[config.mk]
export PLATFORM = sky130hd
export DESIGN_NAME = wave_capture
export DESIGN_NICKNAME = d
export VERILOG_FILES = /design/src/rtl/wave_pkg.sv /design/src/rtl/dffre.sv /design/src/rtl/wave_capture.sv
export SDC_FILE = /design/constraint.sdc
export NUM_CORES = 1
export LEC_CHECK = 0
export ABC_AREA = 0
export ABC_CLOCK_PERIOD_IN_PS = 2820
export CAP_MARGIN = 20
export CORE_AREA = 4 4 59 61
export DETAILED_ROUTE_END_ITERATION = 8
export DIE_AREA = 0 0 63 65
export GPL_ROUTABILITY_DRIVEN = 0
export GPL_TIMING_DRIVEN = 0
export PLACE_DENSITY = 0.7
export SLEW_MARGIN = 30
export SYNTH_ARGS = -nofsm -noshare
export SYNTH_HDL_FRONTEND = slang
export SYNTH_SLANG_ARGS = --single-unit
[constraint.sdc]
create_clock -name clk -period 2.82 [get_ports clk]
set_clock_uncertainty 0.1 [all_clocks]
set_input_delay 0.423 -clock clk [delete_from_list [all_inputs] [get_ports clk]]
set_output_delay 0.423 -clock clk [all_outputs]
set_load 0.1 [all_outputs]
[src/rtl/wave_pkg.sv]
// Shared definitions for the waveform capture path: FSM encodings and RAM geometry.
package wave_pkg;

  localparam int unsigned SAMPLES_PER_CAPTURE = 256;
  localparam int unsigned WAVE_RAM_ADDR_BITS  = 9;

  typedef enum logic [1:0] {
    StArmed  = 2'd0,
    StActive = 2'd1,
    StWait   = 2'd2
  } state_e;

endpackage

[src/rtl/dffre.sv]
// Register cell with synchronous active-high clear and load enable.
module dffre #(
  parameter int unsigned WIDTH = 1
) (
  input  logic             i_clk,
  input  logic             i_reset,
  input  logic             i_en,
  input  logic [WIDTH-1:0] i_d,
  output logic [WIDTH-1:0] o_q
);

  always_ff @(posedge i_clk) begin
    if (i_reset) begin
      o_q <= '0;
    end else if (i_en) begin
      o_q <= i_d;
    end
  end

endmodule

[src/rtl/wave_capture.sv]
// Writer side of the double-buffered wave RAM: arms on a rising zero crossing, fills the
// half the display is not reading, then flips halves during display idle.
module wave_capture
  import wave_pkg::*;
#(
  parameter int unsigned SAMPLE_WIDTH = 16,
  parameter int unsigned HALF_BITS    = 8
) (
  input  logic                    clk,
  input  logic                    reset,
  input  logic                    new_sample_ready,
  input  logic [SAMPLE_WIDTH-1:0] new_sample_in,
  input  logic                    wave_display_idle,
  output logic [HALF_BITS:0]      write_address,
  output logic                    write_enable,
  output logic [7:0]              write_sample,
  output logic                    read_index
);

  localparam logic [HALF_BITS-1:0] CountLast = HALF_BITS'(SAMPLES_PER_CAPTURE - 1);
  localparam logic [HALF_BITS-1:0] CountOne  = HALF_BITS'(1);

  logic [1:0]              r_state;
  logic [HALF_BITS-1:0]    r_count;
  logic [SAMPLE_WIDTH-1:0] r_prev_sample;
  logic                    r_read_index;

  state_e                  w_state;
  state_e                  w_state_next;
  logic                    w_zero_cross;
  logic                    w_write;
  logic                    w_flip;
  logic [HALF_BITS-1:0]    w_count_next;
  logic [HALF_BITS:0]      w_address;
  logic [7:0]              w_sample_conv;

  assign w_state = state_e'(r_state);

  assign w_zero_cross = new_sample_ready & r_prev_sample[SAMPLE_WIDTH-1] &
                        ~new_sample_in[SAMPLE_WIDTH-1];

  // Count is 0 while armed, so the crossing sample lands at offset 0 and count becomes 1.
  assign w_count_next  = r_count + CountOne;
  assign w_address     = {~r_read_index, r_count};
  assign w_sample_conv = {~new_sample_in[SAMPLE_WIDTH-1], new_sample_in[SAMPLE_WIDTH-2 -: 7]};

  always_comb begin
    w_state_next = w_state;
    unique case (w_state)
      StArmed:  if (w_zero_cross) w_state_next = StActive;
      StActive: if (new_sample_ready && (r_count == CountLast)) w_state_next = StWait;
      StWait:   if (wave_display_idle) w_state_next = StArmed;
      default:  w_state_next = StArmed;
    endcase
  end

  always_comb begin
    w_write = 1'b0;
    w_flip  = 1'b0;
    unique case (w_state)
      StArmed:  w_write = w_zero_cross;
      StActive: w_write = new_sample_ready;
      StWait:   w_flip  = wave_display_idle;
      default:  ;
    endcase
  end

  dffre #(.WIDTH(2)) u_state (
    .i_clk   (clk),
    .i_reset (reset),
    .i_en    (1'b1),
    .i_d     (w_state_next),
    .o_q     (r_state)
  );

  dffre #(.WIDTH(HALF_BITS)) u_count (
    .i_clk   (clk),
    .i_reset (reset),
    .i_en    (w_write),
    .i_d     (w_count_next),
    .o_q     (r_count)
  );

  dffre #(.WIDTH(SAMPLE_WIDTH)) u_prev_sample (
    .i_clk   (clk),
    .i_reset (reset),
    .i_en    (new_sample_ready),
    .i_d     (new_sample_in),
    .o_q     (r_prev_sample)
  );

  dffre #(.WIDTH(1)) u_read_index (
    .i_clk   (clk),
    .i_reset (reset),
    .i_en    (w_flip),
    .i_d     (~r_read_index),
    .o_q     (r_read_index)
  );

  dffre #(.WIDTH(1)) u_write_enable (
    .i_clk   (clk),
    .i_reset (reset),
    .i_en    (1'b1),
    .i_d     (w_write),
    .o_q     (write_enable)
  );

  // Address and data hold between writes.
  dffre #(.WIDTH(HALF_BITS + 1)) u_write_address (
    .i_clk   (clk),
    .i_reset (reset),
    .i_en    (w_write),
    .i_d     (w_address),
    .o_q     (write_address)
  );

  dffre #(.WIDTH(8)) u_write_sample (
    .i_clk   (clk),
    .i_reset (reset),
    .i_en    (w_write),
    .i_d     (w_sample_conv),
    .o_q     (write_sample)
  );

  assign read_index = r_read_index;

endmodule

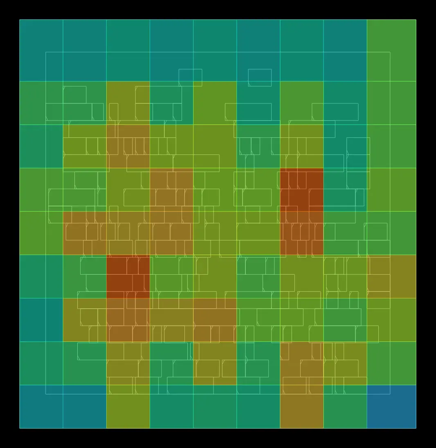
Fig. 1. Track usage over the die (run 1).
post-detailed-route wirelength per cell: 12.5 µm
fraction of met1 tracks used by global routing: 15.9%

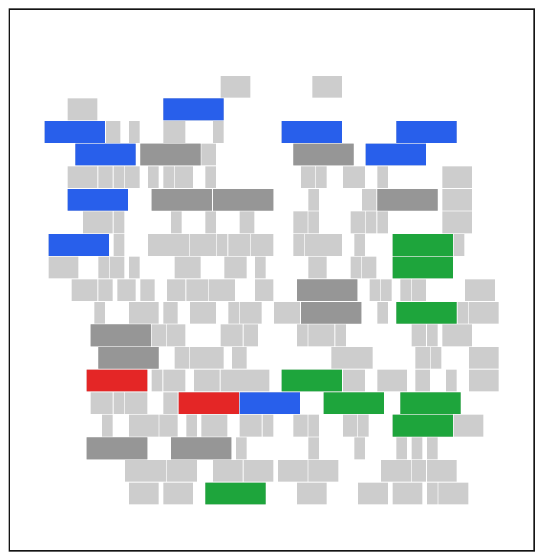
Fig. 2. Sequential cells coloured by instance or generate block (run 1).
Other sequential cells in the stronger grey, the rest of the logic in the fainter grey.
[`u_write_address`] blue | placed flops: 9
[`u_state`] red | placed flops: 2
[`u_write_sample`] green | placed flops: 8
not coloured: 11

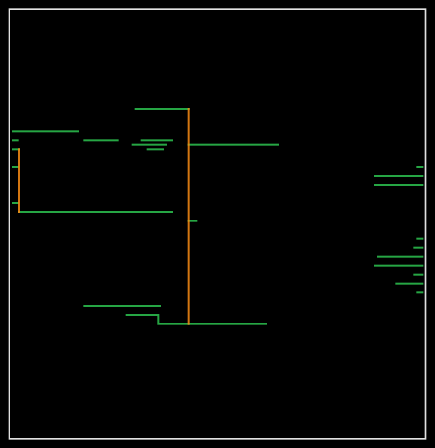
Fig. 3. Routed metal, one colour a layer (run 1).
Only two layers are drawn.
[met4] orange | wire length: 42.2 µm
[met3] green | wire length: 147 µm

[run 1: worst paths after layout]
kind              cells after the start                          startpoint                                   to
setup reg to reg                      6         u_state.o_q[1]$_SDFFE_PP0P_  u_write_address.o_q[3]$_SDFFE_PP0P_
setup / recovery                      1       u_read_index.o_q$_SDFFE_PP0P_                           read_index
hold / removal                        2  u_write_sample.o_q[0]$_SDFFE_PP0P_   u_write_sample.o_q[0]$_SDFFE_PP0P_
hold reg to reg                       2  u_write_sample.o_q[0]$_SDFFE_PP0P_   u_write_sample.o_q[0]$_SDFFE_PP0P_
[run 1: synth_stat cells, drive strengths merged (2+ instances only)]
cell and n:
buf 5, o2111ai 2, a21oi 19, mux2i 2
nor2 12, clkbuf 4, and2 2, xor2 5
o21ai 2, dfxtp 30, nand2 34, o211ai 2
==> reports/qor.csv, run 1 <==
stage;metric;value;unit
final_layout;non_clock_buffer_contribution_to_total_cell_area;21.4;%
placed_design;detailed_place.area;1490;µm²
pwr;totalPowerFinal;0.000830;W
run_status;run_status;finished, final reports clean;
final_layout;nFlopsAndLatches;30;
placed_design;placedCellCount;197;
final_layout;antenna_cells;0;
global_route;grt.met2_usage;24.1;%
floorplan;tap_cells;33;
final_layout;sh_comb_area;32.7;%
detailed_routing;drc;0;
worst_setup_path;cp_slowest_cell;sky130_fd_sc_hd__clkdlybuf4s50_1;
detailed_routing;vias_per_cell;5.08;
synth;syn_area;1160;µm²
clocking;worstSkewPairLatency;0.33;ns
detailed_routing;detailed_routed_wire_length_on_met2;1.22;mm
detailed_routing;detail_route.iter0.violations;40;
floorplan;fp-utilization;39.0;%
synth;post_synth_inst_count;135;
synth;yosys.area_share.aoi;15.5;%
floorplan;i_o_pins;39;
synth;edf_count;0;
final_layout;area_share_clock_buf_inv;5.02;%
final_layout;comb_cells;96;
synth;synth.mux.area_fraction;1.72;%
clocking;cts_resized;0;
timing;layout_min_cycle_time;2.37;ns
final_layout;finalNetCount;192;
clocking;cts_num_sinks;30;
==> run 2, diff against run 1 <==
Settings changed: ABC_CLOCK_PERIOD_IN_PS 2820 to 1950, PLACE_DENSITY 0.7 to 0.73.
Clock period 2.82 ns to 1.95 ns, I/O delays scaled along.
==> reports/qor.csv, run 2 <==
stage;metric;value;unit
run_status;run_status;finished, final reports clean;
worst_setup_path;cp-endpoint;write_address[2];
floorplan;i_o_pins;39;
timing;layout_min_cycle_time;1.90;ns
worst_setup_path;r2r_path_end;u_count.o_q[6]$_SDFFE_PP0P_;
worst_hold_path;holdPathEnd;u_write_sample.o_q[6]$_SDFFE_PP0P_;
worst_setup_path;reg2reg_start;u_state.o_q[1]$_SDFFE_PP0P_;
clocking;cts_num_sinks;30;
floorplan;fp-utilization;39.0;%
pwr;totalPowerFinal;0.00126;W
placed_design;detailed_place.area;1490;µm²
synth;post_synth_most_frequent_cells;sky130_fd_sc_hd__nand2_1, sky130_fd_sc_hd__dfxtp_1, sky130_fd_sc_hd__a21oi_1;
synth;post_synth_inst_count;135;
detailed_routing;detail_route.wl_per_cell;12.9;µm
worst_hold_path;hp-start;reset;
clocking;cts_resized;21;
worst_setup_path;cp_slowest_cell;sky130_fd_sc_hd__clkdlybuf4s15_1;
worst_hold_path;whs_path_depth;2;
final_layout;antenna_cells;0;
clocking;worstSkewPairLatency;0.33;ns
detailed_routing;drc;0;
synth;synth.mux.area_fraction;1.72;%
global_route;grt.met2_usage;23.1;%
detailed_routing;detailed_routed_wire_length_on_met2;1.26;mm
global_route;globalRouteMet1Util;15.5;%
worst_setup_path;worst-r2r-cell-count;5;
synth;syn_area;1160;µm²
detailed_routing;vias_per_cell;5.04;
## run 2: cell counts after synthesis
Identical to the previous run, type by type.
## run 2: power by group through the flow
| stage | clock (W) | combinational (W) | sequential (W) |
|---|---|---|---|
| 2_1_floorplan | 0 | 0.0000379 | 0.000684 |
| 3_3_place_gp | 0 | 0.000125 | 0.000640 |
| 3_5_place_dp | 0 | 0.000126 | 0.000641 |
| 4_1_cts | 0.000517 | 0.000123 | 0.000626 |
| 5_1_grt | 0.000545 | 0.000130 | 0.000628 |
| 6_report | 0.000507 | 0.000122 | 0.000626 |
## run 2: final cells by class
class                   instances  area (µm²)
plain buffers                   9        46.3
repair buffers                 29         259
fillers                       303        1440
well taps                      33        41.3
clock inverters                 1        30.0
clock buffers                   6        51.3
flip-flops and latches         30         601
multi-input cells              96         514
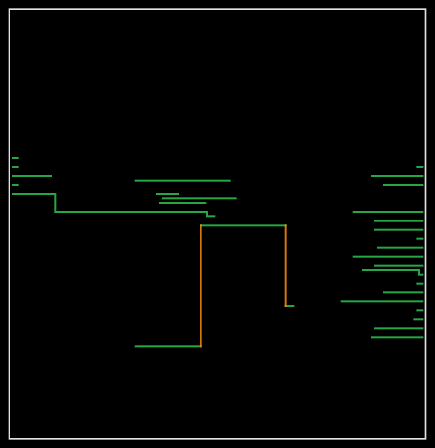
Fig. 4. Routed metal, one colour a layer (run 2).
Only two layers are drawn.
[met3] green | wire length: 210 µm
[met4] orange | wire length: 30.6 µm

Power and IR drop assume default switching activity.
